==> config.mk <==
export PLATFORM = sky130hd
export DESIGN_NAME = gerador_varredura_abc
export DESIGN_NICKNAME = d
export VERILOG_FILES = /design/src/rtl/gerador_varredura_abc_pkg.sv /design/src/rtl/gerador_varredura_abc_divisor_passo.sv /design/src/rtl/gerador_varredura_abc.sv
export SDC_FILE = /design/constraint.sdc
export NUM_CORES = 1
export LEC_CHECK = 0
export CAP_MARGIN = 0
export CORE_ASPECT_RATIO = 0.8
export CORE_MARGIN = 5
export CORE_UTILIZATION = 35
export DETAILED_ROUTE_END_ITERATION = 8
export HOLD_SLACK_MARGIN = 0.06
export PLACE_DENSITY = 0.53
export SLEW_MARGIN = 10
export SYNTH_ARGS = -nofsm -noshare
export SYNTH_HDL_FRONTEND = slang
export SYNTH_SLANG_ARGS = --single-unit
==> constraint.sdc <==
create_clock -name clk -period 3.2 [get_ports clk]
set_clock_uncertainty 0.2 [all_clocks]
set_input_delay 0.64 -clock clk [delete_from_list [all_inputs] [get_ports clk]]
set_output_delay 0.64 -clock clk [all_outputs]
set_load 0.05 [all_outputs]
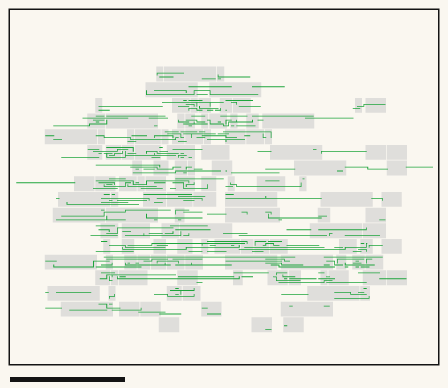
Fig. 1. Metal 1 (run 1).
Bar = 20 µm.
wire length on this layer	1210 µm
main direction	horizontal
longest straight run	33.1 µm
aggregate routed wire length: 2353 µm
M1 GR Usage: 16.77%

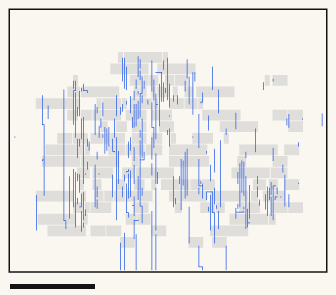
Fig. 2. Metal 2 (run 1).
Bar = 20 µm.
nets with wire on the layer	116
wire length on this layer	928 µm
longest straight run	30.8 µm
share of all routed wire	39%
routed via count: 893
met2 usage in global routing: 17.55%

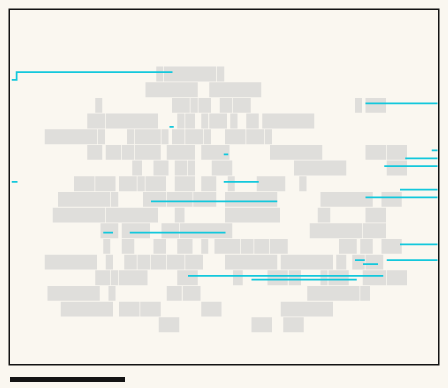
Fig. 3. The metal 3 layer (run 1).
Bar = 20 µm.
nets with wire on the layer	16
longest straight run	33.6 µm
wire length on this layer	191 µm
main direction	horizontal
met3 Use GR: 4.241%

==> out/notes.md, run 1 <==
The run finished with clean final reports. The maximum buffer depth of the clock tree is 2, and the vertical extent of the die is 61.44 µm. The global-route wire length before repair was 4071 µm. With the via count of the first global-routing pass at 840, the maximum number of pins on one net before global-route repair is 23. The report shows a maximum critical-path fanout of 4. The flow reported a cell area power density of 743.3 nW/µm². Reported net switching power: 421.2 µW.

The switching fraction of total power was 39.51%; the number of port buffers was 16. With the number of sinks on the clock net at 22, the proportion of layout cells with a drive suffix above 1 is 11.72%. The clock tree root driver cell is clkbuf_8. The leakage power figure was 0.6216 nW; the reported clock group power was 200 µW.

The cell count of the worst reg-to-reg path came out at 6. The sort of element at the end of the critical path is a flop. The run gives 5.315 for the via count normalized by instance count. Per the cell usage report, the commonest logic cells after layout are 22 x dfrtp_1, 16 x clkdlybuf4s50_1, 13 x nor2_1, 8 x xnor2_1, 7 x nand2_1.

Dividing the detail-routed wire length by the instance count gives 14.01 µm. Per the STA report, the cell with the highest stage delay on the worst path is clkdlybuf4s50_1. Hold-check failures listed in the final report amount to 0.

With the final-report max-slew violation count at 0, the number of tap cells inserted is 40. The critical path buffer and inverter count works out to 1. Summed over all failing endpoints, the final setup total negative slack is 0 ps. The signal arrival time at the worst endpoint is 2530 ps. Setup repair after global routing left no endpoint under its margin.

The number of instances resized during post-cts repair came out at 0. The tools report the power attributed to combinational cells as 432 µW. In this run, the combinational gates consume 40.6% of the power. Critical path's top delay family: simple AND/OR/NAND/NOR gates. Excluding fillers, the count of instances in the completed layout stands at 168. The prevailing post-synth register cell was dfrtp_1. The number of register bits inferred by synthesis was 22; the yosys stat cell total was 107.

The final weighted congestion in routability-driven placement came out at 0.8369. The first detailed-routing pass took 4 iterations. Part of the power in the clock network: 18.8%. Average cell area after synthesis: 10.82 µm². The dominant power group in this design is registers.

The run gives 45.80% as the post-layout utilization of the core. Timing would allow up to 0.3886 GHz. The warning tally printed by Yosys for this design is 0. Per the layout area report, the sequential fraction of cell area is 38.39%. The sequential logic power was 433 µW. The tools report the overall fraction of global-route tracks in use as 11.91%. The detailed-route DRC error count is 0. The logs give 79 for the count of multi-input gates and 0 for the number of diodes added for antenna fixing. Post-synthesis cell type count: 40.

TritonCTS built the clock tree. At the floorplan stage, the core utilization is reported as 36.97%. By instance count after routing, the leading logic cell type is dfrtp_1.

The report lists the cells along the critical path as clkdlybuf4s50_1 -> nand4bb_1 -> or3_4 -> o311ai_4 -> o311ai_1 -> a32o_1. After synthesis, the cell types taking the most area are dfrtp_1 48%, xnor2_1 6.1%, nor2_1 4.2%. Per the OpenROAD floorplan log, the area of the die is 4564 µm². The register with the most flip-flops in the layout has 8 of them. The HPWL reported at the end of detailed placement is 1772 µm, and the summed standard-cell area reported by yosys is 1157 µm². The finished design was reported to have a net count of 138.

The commonest cells after synthesis are 22 x dfrtp_1, 13 x nor2_1, 8 x xnor2_1, 7 x nand2_1, 5 x a31oi_1. Across the whole layout, storage elements account for 550.5 µm². The tool flagged a number of max-cap violations equal to 0. The logs give 17 for the count of pins on the block boundary and 164 for the number of cells after detailed placement. The net count after synthesis is 116.

The run gives 644.7 µW for the internal portion of total power. The report gives the cell count of the worst hold path as 2.
-- run 1: kinds of logic (layout without fill, tap and decap cells) --
kind of cell / count (synthesis) / in the layout / share of synthesized area [%]
muxes: 4 / 4 / 3.676
xor gates and xnor gates: 9 / 9 / 6.811
adders and majority gates: 3 / 3 / 3.244
AOI/OAI and AO/OA: 19 / 19 / 14.92
DFF: 22 / 22 / 47.57
and+or+nand+nor: 44 / 44 / 21.52
buffers and inverters: 6 / 27 / 2.270
-- run 1: metal layers --
layer | vias up | share of wire (%) | global-route usage (%)
li1 | 433 | - | -
met1 | 426 | 51 | 16.77
met2 | 29 | 39 | 17.55
met3 | 5 | 8.1 | 4.241
met4 | 0 | 0.98 | 3.046
met5 | - | 0 | 0
==> run 2: changes to the inputs <==
--- a/config.mk
+++ b/config.mk
@@ -11,7 +11,7 @@
 export CORE_UTILIZATION = 35
 export DETAILED_ROUTE_END_ITERATION = 8
 export HOLD_SLACK_MARGIN = 0.06
-export PLACE_DENSITY = 0.53
+export PLACE_DENSITY = 0.55
 export SLEW_MARGIN = 10
 export SYNTH_ARGS = -nofsm -noshare
 export SYNTH_HDL_FRONTEND = slang
==> constraint.sdc (replaced) <==
create_clock -name clk -period 2.27 [get_ports clk]
set_clock_uncertainty 0.2 [all_clocks]
set_input_delay 0.454 -clock clk [delete_from_list [all_inputs] [get_ports clk]]
set_output_delay 0.454 -clock clk [all_outputs]
set_load 0.05 [all_outputs]
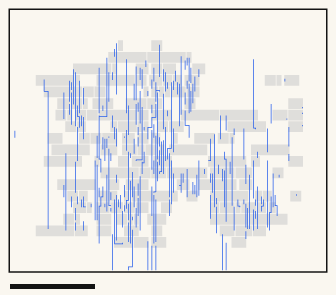
Fig. 4. Metal 2 (run 2).
Bar = 20 µm.
share of all routed wire	44%
longest straight run	32.3 µm
main direction	vertical
wire length on this layer	1130 µm
nets with wire on the layer	133
met2 usage in global routing: 20.33%
aggregate routed wire length: 2555 µm
routed via count: 946

==> out/notes.md, run 2 <==
The checks that failed: negative setup slack. The tools report the setup total negative slack as -150.7 ps (-150.7 ps). The average cell area after synthesis works out to 10.82 µm² (unchanged). Traced cell by cell, the critical path runs through inv_2 -> ha_4 -> or4b_4 -> or3_4 -> or2_4 -> o311ai_2 -> a32o_1. The count of multi-input gates was 79 (unchanged). The number of register bits inferred by synthesis is 22 (unchanged).

The HPWL reported at the end of detailed placement was 1937 µm (+9.3%). The number of port buffers is 16 (unchanged). The number of tap cells inserted is 40 (unchanged), and the via count normalized by instance count is 5.032 (-5.3%).

Maximum buffer depth of the clock tree: 2 (unchanged). The run gives 0 (unchanged) as the number of maximum-capacitance constraint violations. The flow ran to the end, but the final reports show violations. The logs give 116 (unchanged) for the synthesized netlist net count and 0.7099 mV for the worst vdd rail ir drop.

The leakage power figure came out at 0.7209 nW (+16%). TritonCTS built the clock tree. The tree is rooted in a clkbuf_8. With the signal arrival time at the worst endpoint at 2390 ps (-140 ps), the number of optimization iterations in the first detailed-route pass is 4 (unchanged). For the number of antenna violations at the first check in global routing, the log shows 0. Final worst setup slack: -127.8 ps.

The vertical extent of the die came out at 61.44 µm (unchanged). Number of instances resized during post-cts repair: 4 (+4). The part of the power in the clock network is 14.0% (-4.8 points). The peak-usage layer in the global routing report is met2.

The tools report the count of placed standard cells in the final layout, fillers left out as 188 (+12%). The largest individual stage delay along the critical path comes from the cell or4b_4. The area enclosed by the die boundary is 4564 µm² (unchanged), and the power density normalized to cell area is 1028 nW/µm² (+38%). The run gives 36.97% (unchanged) for the core utilization before placement. The logs give 550.5 µm² (unchanged) for the register cell area after layout and 0 (unchanged) for the final-report max-slew violation count. With the proportion of layout cells with a drive suffix above 1 at 29.73% (+18 points), the via count of the first global-routing pass is 925 (+10%).

Critical path's top delay family: simple AND/OR/NAND/NOR gates. The met3 usage in global routing was 3.915% (-0.33 points). The count of pins on the block boundary was 17 (unchanged). The critical path buffer and inverter count is 1 (unchanged), and the detailed-route DRC error count is 0 (unchanged). The run gives 4298 µm (+5.6%) for the global-route wire length before repair.

The topmost layer with routed signal wires was met4. Sort of element at the end of the critical path: a flop. Per the synth stats, the flop cell with the highest instance count is dfrtp_1. The run gives 40 (unchanged) for the post-synthesis cell type count. After synthesis, the most frequently instantiated cells are 22 x dfrtp_1, 13 x nor2_1, 8 x xnor2_1, 7 x nand2_1, 5 x a31oi_1.

For the count of endpoints failing setup in the final report, the log shows 2. The logs give 1157 µm² (unchanged) for the summed standard-cell area reported by yosys and 159 (+15%) for the net total in the final layout. Commonest non-fill, non-tap cell in the layout: buf_4. The switching fraction of total power came out at 38.12% (-1.4 points).

The number of diodes added for antenna fixing is 0 (unchanged). For the highest achievable clock rate, the log shows 0.4170 GHz. Peak fanout along the critical path: 4 (unchanged). Setup repair after global routing could not meet its margin everywhere.

The run gives 40 for the number of signal-net buffers in the layout. The proportion of cell area occupied by registers was 34.21% (-4.2 points). In the layout the commonest cells are 26 x buf_4, 22 x dfrtp_1, 14 x clkdlybuf4s50_1, 13 x nor2_1, 8 x xnor2_1. The wire length on met2 is 1126 µm (+21%), and the met1 usage is 17.00% (+0.24 points). The wire length per cell came out at 13.59 µm (-3.0%).

The number of warnings printed during yosys synthesis was 0 (unchanged). The overall fraction of global-route tracks in use came out at 12.58% (+0.67 points). The flip-flop count of the largest register after layout came out at 8 (unchanged). The post-layout utilization of the core is 51.40% (+5.6 points).

The total routed wire length on the met1 layer was 1299 µm (+7.4%). Final weighted congestion in routability-driven placement: 0.8646 (+3.3%). The run gives 107 (unchanged) as the yosys stat cell total. The cell count of the worst reg-to-reg path came out at 7 (+1). The final-report hold violation count was 0 (unchanged); the share of total power in combinational logic was 52.5% (+12 points). The run gives 1.024 mW (+59%) as the internal portion of total power.
==> run 2: cell counts after synthesis <==
No cell type changed its count.
==> run 2: logic make-up (layout without fill, tap and decap cells) <==
family,count (synthesis),count (layout),synth area share [%]
multiplexers,4,4,3.676
buffers and inverters,6,47,2.270
XOR/XNOR,9,9,6.811
flip-flops,22,22,47.57
adder cells (fa/ha/maj),3,3,3.244
AND/OR/NAND/NOR,44,44,21.52
AND-OR/OR-AND,19,19,14.92
==> run 2: power groups by stage <==
stage	clock [mW]	combinational, mW	sequential (mW)
after global placement	0	0.811	0.552
final	0.232	0.869	0.554
after global routing	0.266	0.937	0.565
after CTS	0.245	0.856	0.554
after detailed placement	0	0.817	0.556
after floorplan	0	0.313	0.723
Power and IR drop assume default switching activity.
